### src/rtl/sop_arbiter.sv
// sop_arbiter: round-robin front end that lets REQ requesters share one
// fixed-latency sum_of_products datapath. Each accepted request is issued to
// the SOP one cycle later, and its requester ID is queued in a tag FIFO so the
// in-order SOP result can be routed back to its owner.
// Optional feature macro: SOP_ARB_ERR_EN (sticky underflow flag plus
// simulation assertions). With it undefined, err is tied low.

module sop_arbiter #(
   parameter int EXP    = 8,
   parameter int MANT   = 7,
   parameter int WIDTHF = 1 + EXP + MANT,
   parameter int NUM    = 9,
   parameter int REQ    = 4,
   parameter int DEPTH  = 16,
   parameter int IDW    = ($clog2(REQ) > 1) ? $clog2(REQ) : 1,
   parameter int CNTW   = $clog2(DEPTH + 1)
) (
   input  logic                                 clock,
   input  logic                                 clock_areset_n,
   input  logic [REQ-1:0]                       req_valid,
   output logic [REQ-1:0]                       req_ready,
   input  logic [REQ-1:0][NUM-1:0][WIDTHF-1:0]  req_dataa,
   input  logic [REQ-1:0][NUM-1:0][WIDTHF-1:0]  req_datab,
   output logic                                 sop_data_valid,
   output logic [NUM-1:0][WIDTHF-1:0]           sop_dataa,
   output logic [NUM-1:0][WIDTHF-1:0]           sop_datab,
   input  logic                                 sop_result_valid,
   input  logic [WIDTHF-1:0]                    sop_result,
   output logic                                 result_valid,
   output logic [IDW-1:0]                       result_id,
   output logic [WIDTHF-1:0]                    result,
   output logic [CNTW-1:0]                      outstanding,
   output logic                                 busy,
   output logic                                 err
);

   localparam int PTRW = (DEPTH > 1) ? $clog2(DEPTH) : 1;

   logic [IDW-1:0]              rrPtr_q, rrPtr_d;
   logic [PTRW-1:0]             wrPtr_q, rdPtr_q;
   logic [CNTW-1:0]             count_q, count_d;
   logic [IDW-1:0]              tagMem_q [DEPTH];
   logic                        issueValid_q;
   logic [NUM-1:0][WIDTHF-1:0]  issueA_q, issueB_q;
   logic                        resValid_q;
   logic [IDW-1:0]              resId_q;
   logic [WIDTHF-1:0]           res_q;

   logic [IDW-1:0]              grantIdx, lowPick, highPick;
   logic                        highFound;
   logic                        anyValid, fifoFull, fifoEmpty, doIssue, doPop;

   assign anyValid  = |req_valid;
   assign fifoFull  = (count_q == CNTW'(DEPTH));
   assign fifoEmpty = (count_q == '0);
   assign doIssue   = anyValid && !fifoFull;
   assign doPop     = sop_result_valid && !fifoEmpty;

   // Round-robin pick: lowest valid index at or above the pointer, else wrap to the lowest valid index.
   always_comb begin
      lowPick   = '0;
      highPick  = '0;
      highFound = 1'b0;
      for (int i = REQ - 1; i >= 0; i--) begin
         if (req_valid[i]) begin
            lowPick = IDW'(i);
            if (IDW'(i) >= rrPtr_q) begin
               highPick  = IDW'(i);
               highFound = 1'b1;
            end
         end
      end
      grantIdx = highFound ? highPick : lowPick;
   end

   // One-hot ready to the granted requester, withheld entirely while the tag FIFO is full.
   always_comb begin
      req_ready = '0;
      for (int i = 0; i < REQ; i++) begin
         req_ready[i] = doIssue && (grantIdx == IDW'(i));
      end
   end

   // Next pointer and in-flight count; an issue and a pop in the same cycle cancel out.
   always_comb begin
      rrPtr_d = (grantIdx == IDW'(REQ - 1)) ? '0 : grantIdx + IDW'(1);
      count_d = count_q;
      case ({doIssue, doPop})
         2'b10:   count_d = count_q + CNTW'(1);
         2'b01:   count_d = count_q - CNTW'(1);
         default: count_d = count_q;
      endcase
   end

   // Tag storage: holds the requester ID of every issued operation, no reset needed.
   always_ff @(posedge clock) begin
      if (doIssue) begin
         tagMem_q[wrPtr_q] <= grantIdx;
      end
   end

   // Arbitration state, issue register towards the SOP and routed result register.
   always_ff @(posedge clock or negedge clock_areset_n) begin
      if (!clock_areset_n) begin
         rrPtr_q      <= '0;
         wrPtr_q      <= '0;
         rdPtr_q      <= '0;
         count_q      <= '0;
         issueValid_q <= 1'b0;
         issueA_q     <= '0;
         issueB_q     <= '0;
         resValid_q   <= 1'b0;
         resId_q      <= '0;
         res_q        <= '0;
      end else begin
         count_q      <= count_d;
         issueValid_q <= doIssue;
         resValid_q   <= doPop;
         if (doIssue) begin
            rrPtr_q  <= rrPtr_d;
            wrPtr_q  <= wrPtr_q + PTRW'(1);
            issueA_q <= req_dataa[grantIdx];
            issueB_q <= req_datab[grantIdx];
         end
         if (doPop) begin
            rdPtr_q <= rdPtr_q + PTRW'(1);
            resId_q <= tagMem_q[rdPtr_q];
            res_q   <= sop_result;
         end
      end
   end

   assign sop_data_valid = issueValid_q;
   assign sop_dataa      = issueA_q;
   assign sop_datab      = issueB_q;
   assign result_valid   = resValid_q;
   assign result_id      = resId_q;
   assign result         = res_q;
   assign outstanding    = count_q;
   assign busy           = (count_q != '0);

`ifdef SOP_ARB_ERR_EN
   logic err_q;

   // Sticky flag for a SOP result that arrives with no operation in flight.
   always_ff @(posedge clock or negedge clock_areset_n) begin
      if (!clock_areset_n) begin
         err_q <= 1'b0;
      end else if (sop_result_valid && fifoEmpty) begin
         err_q <= 1'b1;
      end
   end

   assign err = err_q;

   readyWhileFull: assert property (@(posedge clock) disable iff (!clock_areset_n)
      !((|req_ready) && fifoFull));

   countInRange: assert property (@(posedge clock) disable iff (!clock_areset_n)
      count_q <= CNTW'(DEPTH));
`else
   assign err = 1'b0;
`endif

endmodule
### config.mk
export PLATFORM = sky130hd
export DESIGN_NAME = sop_arbiter
export DESIGN_NICKNAME = d
export VERILOG_FILES = /design/src/rtl/sop_arbiter.sv
export SDC_FILE = /design/constraint.sdc
export NUM_CORES = 1
export LEC_CHECK = 0
export CAP_MARGIN = 25
export CORE_AREA = 4 4 584 586
export DETAILED_ROUTE_END_ITERATION = 10
export DIE_AREA = 0 0 588 590
export MAX_ROUTING_LAYER = met4
export PLACE_DENSITY = 0.3
export RECOVER_POWER = 100
export SLEW_MARGIN = 40
export SYNTH_ARGS = -nofsm -noshare
export SYNTH_HDL_FRONTEND = slang
export SYNTH_SLANG_ARGS = --single-unit
export TNS_END_PERCENT = 1
### constraint.sdc
create_clock -name clock -period 2.86 [get_ports clock]
set_clock_uncertainty 0.1 [all_clocks]
set_input_delay 0.429 -clock clock [delete_from_list [all_inputs] [get_ports clock]]
set_output_delay 0.429 -clock clock [all_outputs]
set_load 0.005 [all_outputs]
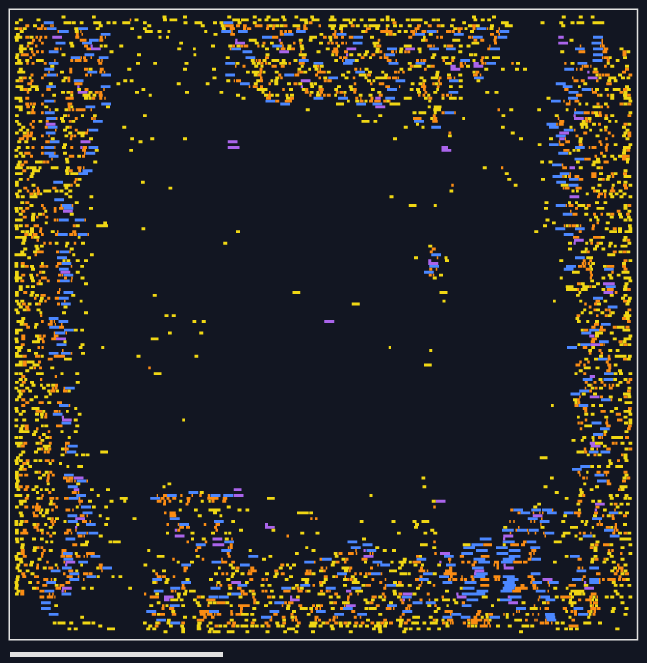
Fig. 1. Cells colored by class.
Bar = 200 um.
color	class	cells
yellow	other buffers and delay cells	1,822
blue	flip-flops	355
purple	clock drivers and dummy loads	101
orange	all other logic	1,615

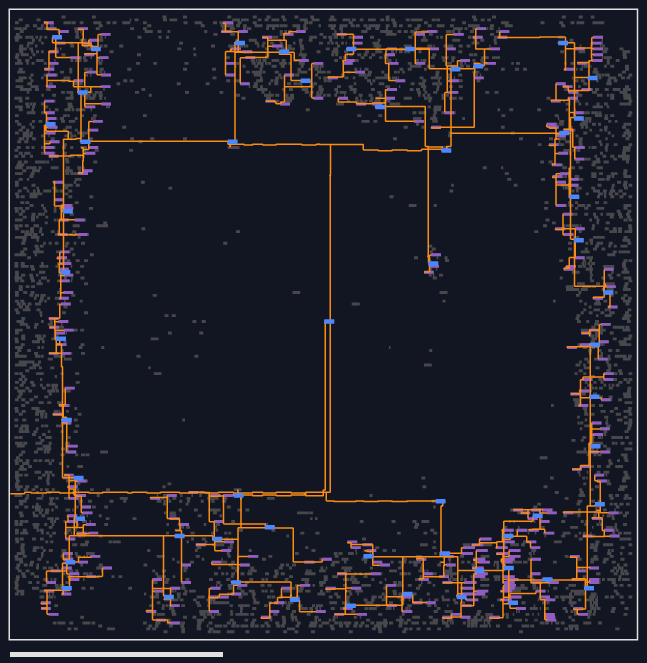
Fig. 2. Clock distribution.
Bar = 200 um.
[blue] cells driving clock nets | count: 56
[orange] clock wires | length: 9,250 um
[purple] flip-flops | count: 355
routed clock nets	57
flops lie	widely spread

==> notes.md <==
run results: hold buffer count at CTS=1, status=complete, but fails checks, die x size=588 um, Reg power frac=between 20% and 30%, asr flop ratio synth=around nine tenths, Max-Cap Viols=1, Adder Share, Synth=less than 1%, pwr dens=a little over 900 mW/mm^2, combinational power share=60.6%, Die H=just under 600 um, final setup vio count=5, fin worst setup slack=-102.3 ps, fin util=roughly 14%, Post-Syn Nets=approximately 3,400, comb pwr=26.0 mW, crit path DRT=about 3400 ps, Synth top cell by count=a211oi_1, failing checks=capacitance limit, slew limit, setup timing, CTS Root Cell=clkbuf_16, antenna violations before repair=roughly 110, fin. max-slew vios=46, total grt overflow=0, yosys warns=0, number of I/O port buffers=1,492, DP HPWL=~210,000 um, Pleak=around 18 nW
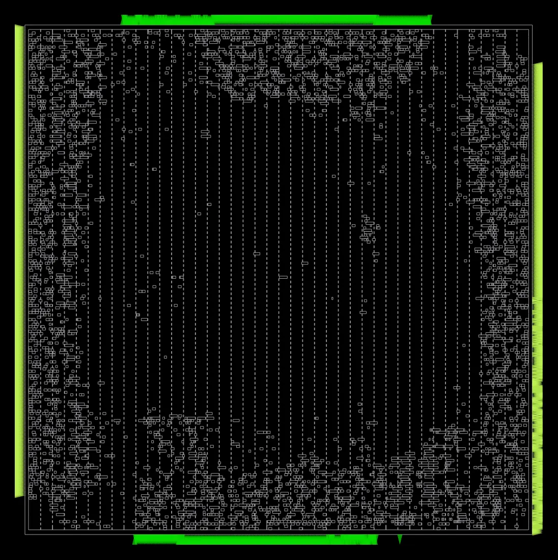
Fig. 3. Placed standard cells.
Core Rows: 213
core box area: 0.3358 mm^2
Tapcells: 4,407
sequential cell area share: 19.46%

Power and IR drop assume default switching activity.
